## src/rtl/obstacle_alert_arbiter.sv

```systemverilog
// Per-channel sensor synchroniser and debouncer feeding a fixed-priority or round-robin
// arbiter that drives a one-hot warning vector with a guaranteed minimum on-time.
module obstacle_alert_arbiter #(
    parameter  int N_SENSORS = 3,
    parameter  int DEBOUNCE  = 4,
    parameter  int HOLD      = 8,
    localparam int IDXW      = $clog2(N_SENSORS)
) (
    input  logic                 clk,
    input  logic                 rst_n,
    input  logic                 ena_i,
    input  logic [N_SENSORS-1:0] sensor_i,
    input  logic                 mode_i,
    output logic [N_SENSORS-1:0] warn_o,
    output logic [IDXW-1:0]      warn_idx_o,
    output logic                 any_warn_o
);
    // state | meaning
    // IDLE  | no warning driven; cur kept as round-robin pointer
    // ALERT | warning on channel cur; hold counts down the minimum on-time
    typedef enum logic {IDLE, ALERT} state_t;

    localparam logic [3:0] DB_LAST   = 4'(DEBOUNCE - 1);
    localparam logic [7:0] HOLD_LAST = 8'(HOLD - 1);

    logic [N_SENSORS-1:0] s1_q, s2_q, db_q;
    logic [3:0]           cnt_q [N_SENSORS];
    state_t               state_q, state_d;
    logic [IDXW-1:0]      cur_q, cur_d;
    logic [7:0]           hold_q, hold_d;
    logic [IDXW-1:0]      low_idx, rr_idx, pick;
    logic                 hi_found;

    always_ff @(posedge clk) begin
        if (!rst_n) begin
            s1_q <= '0;
            s2_q <= '0;
            db_q <= '0;
            for (int i = 0; i < N_SENSORS; i++) cnt_q[i] <= '0;
        end else begin
            s1_q <= sensor_i;
            s2_q <= s1_q;
            for (int i = 0; i < N_SENSORS; i++) begin
                if (s2_q[i] == db_q[i]) begin
                    cnt_q[i] <= '0;
                end else if (cnt_q[i] == DB_LAST) begin
                    db_q[i]  <= s2_q[i];
                    cnt_q[i] <= '0;
                end else begin
                    cnt_q[i] <= cnt_q[i] + 4'd1;
                end
            end
        end
    end

    // Round-robin: first set index above cur, else wrap to the lowest set index (may be cur).
    always_comb begin
        low_idx  = '0;
        rr_idx   = '0;
        hi_found = 1'b0;
        for (int i = N_SENSORS - 1; i >= 0; i--) begin
            if (db_q[i]) low_idx = IDXW'(i);
        end
        rr_idx = low_idx;
        for (int i = 0; i < N_SENSORS; i++) begin
            if (!hi_found && db_q[i] && (IDXW'(i) > cur_q)) begin
                rr_idx   = IDXW'(i);
                hi_found = 1'b1;
            end
        end
        pick = mode_i ? rr_idx : low_idx;
    end

    always_comb begin
        state_d = state_q;
        cur_d   = cur_q;
        hold_d  = hold_q;
        if (!ena_i) begin
            state_d = IDLE;
            hold_d  = '0;
        end else begin
            case (state_q)
                IDLE: begin
                    if (|db_q) begin
                        state_d = ALERT;
                        cur_d   = pick;
                        hold_d  = HOLD_LAST;
                    end
                end
                ALERT: begin
                    if (hold_q != '0) begin
                        if (!mode_i && (|db_q) && (low_idx < cur_q)) begin
                            cur_d  = low_idx;
                            hold_d = HOLD_LAST;
                        end else begin
                            hold_d = hold_q - 8'd1;
                        end
                    end else if (db_q == '0) begin
                        state_d = IDLE;
                    end else if (pick != cur_q) begin
                        cur_d  = pick;
                        hold_d = HOLD_LAST;
                    end
                end
                default: state_d = IDLE;
            endcase
        end
    end

    always_ff @(posedge clk) begin
        if (!rst_n) begin
            state_q <= IDLE;
            cur_q   <= '0;
            hold_q  <= '0;
        end else begin
            state_q <= state_d;
            cur_q   <= cur_d;
            hold_q  <= hold_d;
        end
    end

    always_comb begin
        warn_o = '0;
        for (int i = 0; i < N_SENSORS; i++) begin
            warn_o[i] = (state_q == ALERT) && (cur_q == IDXW'(i));
        end
        warn_idx_o = (state_q == ALERT) ? cur_q : '0;
        any_warn_o = (state_q == ALERT);
    end
endmodule

```

## config.mk

```make
export PLATFORM = sky130hd
export DESIGN_NAME = obstacle_alert_arbiter
export DESIGN_NICKNAME = d
export VERILOG_FILES = /design/src/rtl/obstacle_alert_arbiter.sv
export SDC_FILE = /design/constraint.sdc
export NUM_CORES = 1
export LEC_CHECK = 0
export CORE_MARGIN = 5
export CORE_UTILIZATION = 51
export DETAILED_ROUTE_END_ITERATION = 10
export PLACE_DENSITY = 0.82
export SYNTH_ARGS = -nofsm -noshare
export SYNTH_HDL_FRONTEND = slang
export SYNTH_SLANG_ARGS = --single-unit
export TNS_END_PERCENT = 30
```

## constraint.sdc

```tcl
create_clock -name clk -period 1.9 [get_ports clk]
set_input_delay 0.475 -clock clk [delete_from_list [all_inputs] [get_ports clk]]
set_output_delay 0.475 -clock clk [all_outputs]
set_load 0.01 [all_outputs]
```

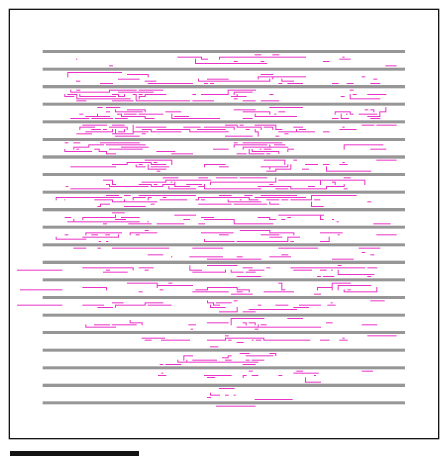
(images/m1.png)
Scale bar: 20 um. Supply wires on this layer in gray.
main direction: horizontal
share of all routed wire: 40%
nets with wire on the layer: 207
wire length on this layer: 1280 um
longest straight run: 13.3 um

==> Changelog: implementation <==
### Physical design

* Row cnt at 20
* Clock transition at path regs at 0.10 ns
* Dpl ws at -0.121 ns
* Post-synth top cells: dfxtp_1 (20), nor2_1 (20), edfxtp_1 (12), nand2_1 (12), inv_1 (10)
* Worst Hold Launch: s1_q[2]
* Log Warnings at 30
* HPWL Detailed at 2.40 mm
* Die ar. at 4390 um2
* Wire length of the first global-routing pass at 5.61 mm
* GRT overflow at 0
* Total GRT Usage at 17.1%
* Min Tclk post-route at 1.95 ns
* Pre-Place Util at 52.9%
* Commonest flop: dfxtp_1
* Total Power at 1320 uW
* Violated checks: setup timing
* Critical path class: register to register
* Top Layout Cells: nor2_1 (19), dfxtp_1 (16)
* Worst Slack Setup Final at -0.0539 ns
* CP arrival at 2.21 ns
* Yosys cell types at 44
* Worst Setup End Kind: register
* Worst VDD drop at 0.443 mV
* Met2 global-route usage at 30.9%
* Yosys Instances at 167
* Max-slew violations at 0
* #FFs+latches synth at 32
* TritonRoute pass-1 iters at 4
* Layout area overhead at 24.4%
* Slowest-stage cell, CP: o41a_4
* Post-synthesis sequential area ratio at 47.1%
* Clk Tree Root Cell: clkbuf_4
* Max H-tree Level at 2
* Met1 GRT Util at 17.5%
* Die width at 66.3 um
* Gate Area at 868 um2
* Status: complete, but fails checks
* Setup Viol. Count Final at 3
* GRT met3 Usage at 4.76%
* Synthesized area per cell at 9.67 um2
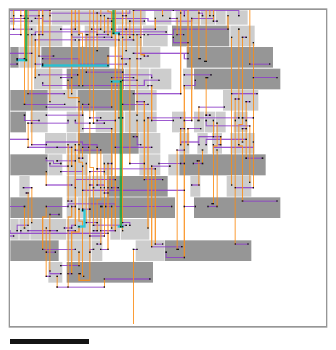
(images/closeup.png)
Scale bar: 10 um. Region (26, 0) to (66, 40) um. Cells in gray, sequential cells in the stronger gray; small squares are vias.
[M3] cyan
[M1] purple
[M2] orange
[M4] green
sequential cells in the window: 17
cells with their middle in the window: 83
netlist names of flops here include: cnt_q (9), db_q (3), s2_q (3)
most frequent: nor2_1 (9), edfxtp_1 (9)

worst max-delay path by stage:
stage                        from  slack [ns]        to
after floorplan           db_q[1]       -0.04  cur_q[1]
after global placement     mode_i       -0.07  cur_q[1]
after detailed placement   mode_i       -0.12  cur_q[0]
after CTS                 db_q[1]       -0.07  cur_q[0]
after global routing      db_q[0]       -0.14  cur_q[0]
final                     db_q[0]       -0.05  cur_q[0]
report_power, final:
group | internal (uW) | switching, uW | leakage, uW
registers | 728 | 12.0 | 0.000289
clock network | 276 | 225 | 0.0000422
logic | 37.2 | 38.3 | 0.000514
cell families (layout without fill, tap and decap cells):
group                    Yosys count  after routing  synth area share [%]
flip-flops                        32             32                  47.1
other                              1             12                 0.232
buffers and inverters             18             42                  5.96
adder cells (fa/ha/maj)            6              6                  4.65
AND/OR/NAND/NOR                   69             69                  21.6
XOR/XNOR                           9              9                  4.88
AND-OR/OR-AND                     27             27                  12.5
multiplexers                       5              5                  3.10
final cells by class:
type	instances	share of cell area (%)
flip-flops and latches	32	38.2
repair buffers	24	10.1
clock inverters	2	1.74
well taps	44	2.74
multi-input cells	128	43.2
inverters	10	1.87
clock buffers	6	2.05
layer usage:
layer	wire, um	share of wire [%]	vias up
met1	1280	40	591
met5	0	0	-
li1	-	-	638
met4	88	2.7	0
met2	1770	55	18
met3	74	2.3	9
sequential cells by signal, summed over array words and instances, names as in the netlist:
| name | cells |
|---|---|
| any_warn_o | 1 |
| cnt_q | 12 |
| cur_q | 2 |
| db_q | 3 |
| hold_q | 8 |
| s1_q | 3 |
| s2_q | 3 |
worst reg2reg max path, stage by stage, from the launching register on:
cell	delay (ns)
dfxtp_2	0.34
nor2_4	0.10
and2_4	0.15
ha_4	0.19
a21boi_4	0.13
o41a_4	0.49
and3b_2	0.28
mux2i_1	0.18
No activity file was given, so power comes from the tool's default toggle rates.
